**src/rtl/settle_monitor.sv**
```systemverilog
// ---------------------------------------------------------------------------
// settle_monitor
//
// Watches a signed fixed-point sample stream and reports when it has entered
// and stayed inside a tolerance band around a target for HOLD_CYCLES
// consecutive samples.  It also reports the index of the first sample of
// that run and, optionally, the peak value seen while tracking.
//
// Optional feature macro: SETTLE_MONITOR_PEAK_EN
//   defined   -> peak tracking register and comparator are built
//   undefined -> o_peak is tied to zero in every state
//
// The block is scale-agnostic: EXPONENT only documents the fixed-point
// format shared by i_v_in, i_target and i_tol.
// ---------------------------------------------------------------------------
module settle_monitor #(
    parameter int WIDTH       = 25,
    parameter int EXPONENT    = -16,
    parameter int HOLD_CYCLES = 16,
    parameter int MAX_CYCLES  = 4096,
    parameter int TIME_WIDTH  = 32
) (
    input  logic                         i_emu_clk,
    input  logic                         i_emu_rst_n,
    input  logic                         i_start,
    input  logic signed [WIDTH-1:0]      i_v_in,
    input  logic signed [WIDTH-1:0]      i_target,
    input  logic        [WIDTH-1:0]      i_tol,
    output logic                         o_busy,
    output logic                         o_done,
    output logic                         o_settled,
    output logic                         o_timed_out,
    output logic        [TIME_WIDTH-1:0] o_settle_time,
    output logic signed [WIDTH-1:0]      o_peak
);

    // Run counter only has to reach HOLD_CYCLES (at most 65535).
    localparam int                    RUN_W     = 16;
    localparam logic [RUN_W-1:0]      LP_HOLD   = RUN_W'(HOLD_CYCLES);
    localparam logic [RUN_W-1:0]      LP_RUN_1  = {{(RUN_W-1){1'b0}}, 1'b1};
    localparam logic [TIME_WIDTH-1:0] LP_LAST_T = TIME_WIDTH'(MAX_CYCLES - 1);
    localparam logic [TIME_WIDTH-1:0] LP_T_MAX  = {TIME_WIDTH{1'b1}};
    localparam logic [TIME_WIDTH-1:0] LP_T_1    = {{(TIME_WIDTH-1){1'b0}}, 1'b1};
    localparam logic [TIME_WIDTH-1:0] LP_T_0    = {TIME_WIDTH{1'b0}};

    typedef enum logic [1:0] {
        ST_IDLE    = 2'd0,
        ST_TRACK   = 2'd1,
        ST_DONE    = 2'd2,
        ST_TIMEOUT = 2'd3
    } state_t;

    // -----------------------------------------------------------------------
    // Band test: |v - tgt| <= tol, evaluated at WIDTH+1 bits so that the
    // difference of two full-range signed values can never wrap.
    // -----------------------------------------------------------------------
    function automatic logic f_in_band(
        input logic signed [WIDTH-1:0] v,
        input logic signed [WIDTH-1:0] tgt,
        input logic        [WIDTH-1:0] tol
    );
        logic [WIDTH:0] diff;
        logic [WIDTH:0] mag;
        diff = {v[WIDTH-1], v} - {tgt[WIDTH-1], tgt};
        if (diff[WIDTH]) begin
            mag = (~diff) + {{WIDTH{1'b0}}, 1'b1};
        end else begin
            mag = diff;
        end
        return (mag <= {1'b0, tol});
    endfunction

    state_t                    r_state;
    state_t                    w_state_next;
    logic signed [WIDTH-1:0]   r_target;
    logic        [WIDTH-1:0]   r_tol;
    logic        [TIME_WIDTH-1:0] r_t;
    logic        [TIME_WIDTH-1:0] r_first;
    logic        [RUN_W-1:0]   r_run;
    logic        [TIME_WIDTH-1:0] r_settle_time;

    logic                      w_tracking;
    logic                      w_in_band;
    logic        [RUN_W-1:0]   w_run_inc;
    logic                      w_settle_hit;
    logic                      w_last_sample;
    logic        [TIME_WIDTH-1:0] w_t_inc;
    logic        [TIME_WIDTH-1:0] w_first_eff;
    logic                      w_unused_exponent;

    // EXPONENT carries format information only; it has no effect on logic.
    assign w_unused_exponent = (EXPONENT < 0);

    assign w_tracking    = (r_state == ST_TRACK);
    assign w_in_band     = f_in_band(i_v_in, r_target, r_tol);
    assign w_run_inc     = r_run + LP_RUN_1;
    assign w_settle_hit  = w_tracking && w_in_band && (w_run_inc == LP_HOLD);
    assign w_last_sample = (r_t == LP_LAST_T);
    // Sample index saturates instead of wrapping; timeout fires well before.
    assign w_t_inc       = (r_t == LP_T_MAX) ? r_t : (r_t + LP_T_1);
    // A run that starts on this very sample begins at the current index.
    assign w_first_eff   = (r_run == {RUN_W{1'b0}}) ? r_t : r_first;

    // State register with synchronous active-low reset.
    always_ff @(posedge i_emu_clk) begin
        if (!i_emu_rst_n) begin
            r_state <= ST_IDLE;
        end else begin
            r_state <= w_state_next;
        end
    end

    // Next-state logic: start re-arms from anywhere; settle beats timeout.
    always_comb begin
        w_state_next = r_state;
        if (i_start) begin
            w_state_next = ST_TRACK;
        end else begin
            case (r_state)
                ST_IDLE:    w_state_next = ST_IDLE;
                ST_TRACK: begin
                    if (w_settle_hit) begin
                        w_state_next = ST_DONE;
                    end else if (w_last_sample) begin
                        w_state_next = ST_TIMEOUT;
                    end else begin
                        w_state_next = ST_TRACK;
                    end
                end
                ST_DONE:    w_state_next = ST_DONE;
                ST_TIMEOUT: w_state_next = ST_TIMEOUT;
                default:    w_state_next = ST_IDLE;
            endcase
        end
    end

    // Status outputs decoded from the state register.
    always_comb begin
        o_busy      = 1'b0;
        o_settled   = 1'b0;
        o_timed_out = 1'b0;
        case (r_state)
            ST_IDLE:    o_busy      = 1'b0;
            ST_TRACK:   o_busy      = 1'b1;
            ST_DONE:    o_settled   = 1'b1;
            ST_TIMEOUT: o_timed_out = 1'b1;
            default:    o_busy      = 1'b0;
        endcase
        o_done = o_settled | o_timed_out;
    end

    // Measurement datapath: latch band on start, count samples and runs.
    always_ff @(posedge i_emu_clk) begin
        if (!i_emu_rst_n) begin
            r_target      <= {WIDTH{1'b0}};
            r_tol         <= {WIDTH{1'b0}};
            r_t           <= LP_T_0;
            r_first       <= LP_T_0;
            r_run         <= {RUN_W{1'b0}};
            r_settle_time <= LP_T_0;
        end else if (i_start) begin
            r_target      <= i_target;
            r_tol         <= i_tol;
            r_t           <= LP_T_0;
            r_first       <= LP_T_0;
            r_run         <= {RUN_W{1'b0}};
            r_settle_time <= LP_T_0;
        end else if (w_tracking) begin
            r_t <= w_t_inc;
            if (w_in_band) begin
                r_run   <= w_run_inc;
                r_first <= w_first_eff;
            end else begin
                r_run   <= {RUN_W{1'b0}};
                r_first <= r_first;
            end
            if (w_settle_hit) begin
                r_settle_time <= w_first_eff;
            end else begin
                r_settle_time <= r_settle_time;
            end
        end else begin
            r_t           <= r_t;
            r_first       <= r_first;
            r_run         <= r_run;
            r_settle_time <= r_settle_time;
        end
    end

    assign o_settle_time = r_settle_time;

`ifdef SETTLE_MONITOR_PEAK_EN
    localparam logic signed [WIDTH-1:0] LP_MOST_NEG = {1'b1, {(WIDTH-1){1'b0}}};

    logic signed [WIDTH-1:0] r_peak;

    // Running signed maximum of the samples consumed while tracking.
    always_ff @(posedge i_emu_clk) begin
        if (!i_emu_rst_n) begin
            r_peak <= {WIDTH{1'b0}};
        end else if (i_start) begin
            r_peak <= LP_MOST_NEG;
        end else if (w_tracking && (i_v_in > r_peak)) begin
            r_peak <= i_v_in;
        end else begin
            r_peak <= r_peak;
        end
    end

    assign o_peak = r_peak;
`else
    assign o_peak = {WIDTH{1'b0}};
`endif

endmodule

```
**config.mk**
```make
export PLATFORM = sky130hd
export DESIGN_NAME = settle_monitor
export DESIGN_NICKNAME = d
export VERILOG_FILES = /design/src/rtl/settle_monitor.sv
export SDC_FILE = /design/constraint.sdc
export NUM_CORES = 1
export LEC_CHECK = 0
export ABC_AREA = 0
export CAP_MARGIN = 20
export CORE_MARGIN = 3
export CORE_UTILIZATION = 60
export CTS_BUF_LIST = sky130_fd_sc_hd__clkbuf_4 sky130_fd_sc_hd__clkbuf_8 sky130_fd_sc_hd__clkbuf_16
export DETAILED_ROUTE_END_ITERATION = 6
export PLACE_DENSITY = 0.86
export SETUP_SLACK_MARGIN = 0.15
export SLEW_MARGIN = 30
export SYNTH_ARGS = -nofsm -noshare
export SYNTH_HDL_FRONTEND = slang
export SYNTH_SLANG_ARGS = --single-unit
```
**constraint.sdc**
```tcl
create_clock -name i_emu_clk -period 12.5 [get_ports i_emu_clk]
set_clock_uncertainty 0.1 [all_clocks]
set_input_delay 1.25 -clock i_emu_clk [delete_from_list [all_inputs] [get_ports i_emu_clk]]
set_output_delay 1.25 -clock i_emu_clk [all_outputs]
set_load 0.01 [all_outputs]
```
Fig. 1: where the registers sit
Scale bar: 50 µm.
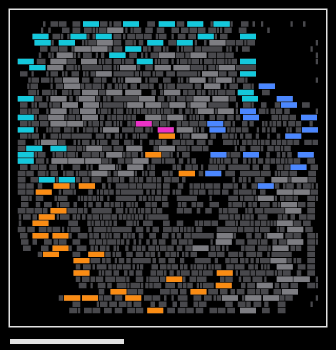
| name in the netlist | colour | flops |
|---|---|---|
| `o_settle_time` | cyan | 32 |
| `r_run` | blue | 16 |
| `r_target` | orange | 25 |
| `r_state` | magenta | 2 |
Seq area share: 27.00%
sequential cell area: 3283 µm²
Final Core Density: 72.30%
Seq group: 0.000539 W

Fig. 2: metal 2
Scale bar: 50 µm.
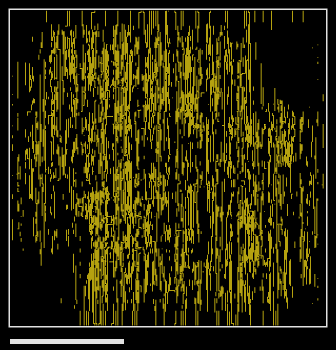
main direction: vertical
nets with wire on the layer: 1222
longest straight run: 50.7 µm
Post-Route WL: 24.20 mm
Vias: 8820

Fig. 3: routing congestion
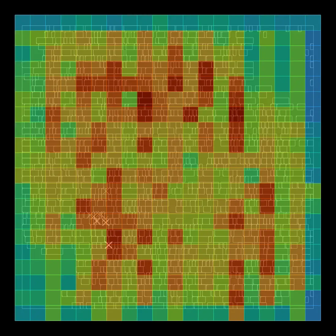
Most Used Layer, Global Route: met2
gr usage total: 24.78%

Fig. 4: met3 routing
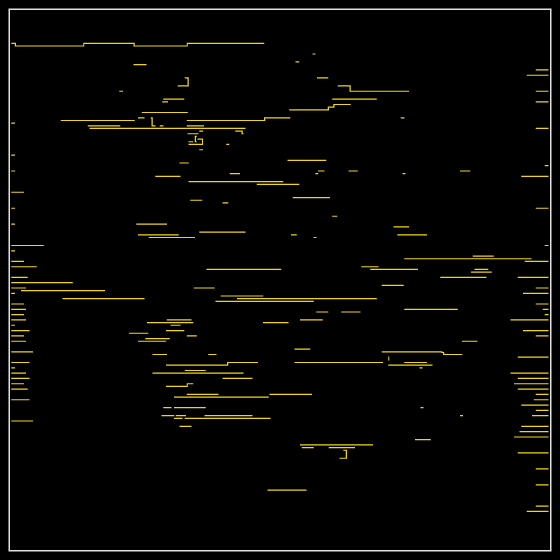
wire length on this layer: 1250 µm
main direction: horizontal
nets with wire on the layer: 151
GRT met3 Usage: 4.938%

==> run summary <==
status -> complete, but fails checks
violated checks -> DRC
FP Rows -> 47
H-tree depth -> 4
TAP cells -> 220
DRC errors left -> 29
kind of critical path -> in2reg
GR Util met1 -> 34.53%
die width -> 138.1 µm
Inverters -> 62
cell family with most CP delay -> simple AND/OR/NAND/NOR gates
Main logic family -> simple AND/OR/NAND/NOR gates
unrepaired setup endpoints after global routing -> false
Finished Layout Cells -> 1548
logic share of the area -> 53.78%
worst min path class -> reg2reg
buffering overhead -> 9.888%
placed cells -> 1515
worst setup path start -> i_v_in[0]
reg-to-reg startpoint -> r_target[0]$_SDFFE_PN0P_
area fraction in compound gates -> 11.73%
Clock buf/inv share -> 5.155%
worst-skew pair later-pin latency -> 440 ps
largest net degree at the start of global routing -> 130
Initial Util -> 62.22%
post-route cell area -> 12160 µm²
sum of buffers and inverters on the critical path -> 3
Hold Crit Depth -> 2
Cell area leaders -> dfxtp_1, mux2i_1, nand2_1, ha_1, xor2_1
relative slew slack -> 38.19%
DR vias/cell -> 5.698
Chip Area, Yosys -> 10470 µm²
clk buf depth -> 2
Hold Startpoint -> o_settle_time[25]$_SDFFE_PP0P_
DR pass1 iterations -> 7
Worst Path Max Fanout -> 34
Post-Synthesis Cells -> 1241
power per cell area -> 119.8 nW/µm²
Reg2Reg Capture Point -> o_settle_time[12]$_SDFFE_PP0P_
Synth top cell by count -> nand2_1
Critical Path Sink Type -> register
Die Height -> 138.1 µm
yosys xor share -> 6.791%
Simple Share, Synth -> 21.69%
CP arrival -> 7120 ps
Adder Area Share -> 6.767%
clk slew on worst S/H paths -> 80 ps
Hold Slack -> 361.8 ps
Logic Gate Count -> 949
final setup violating endpoints -> 0
distinct lib cells -> 74
WP data required -> 12770 ps
bufs w/o clock -> 121
Gate Area -> 6540 µm²
ys async rst share -> 0%
register area share after synthesis -> 31.37%
Pwr top -> the clock network
initial DRC count -> 689
setup TNS -> 0 ps
Power is estimated from default activity; no workload was simulated.
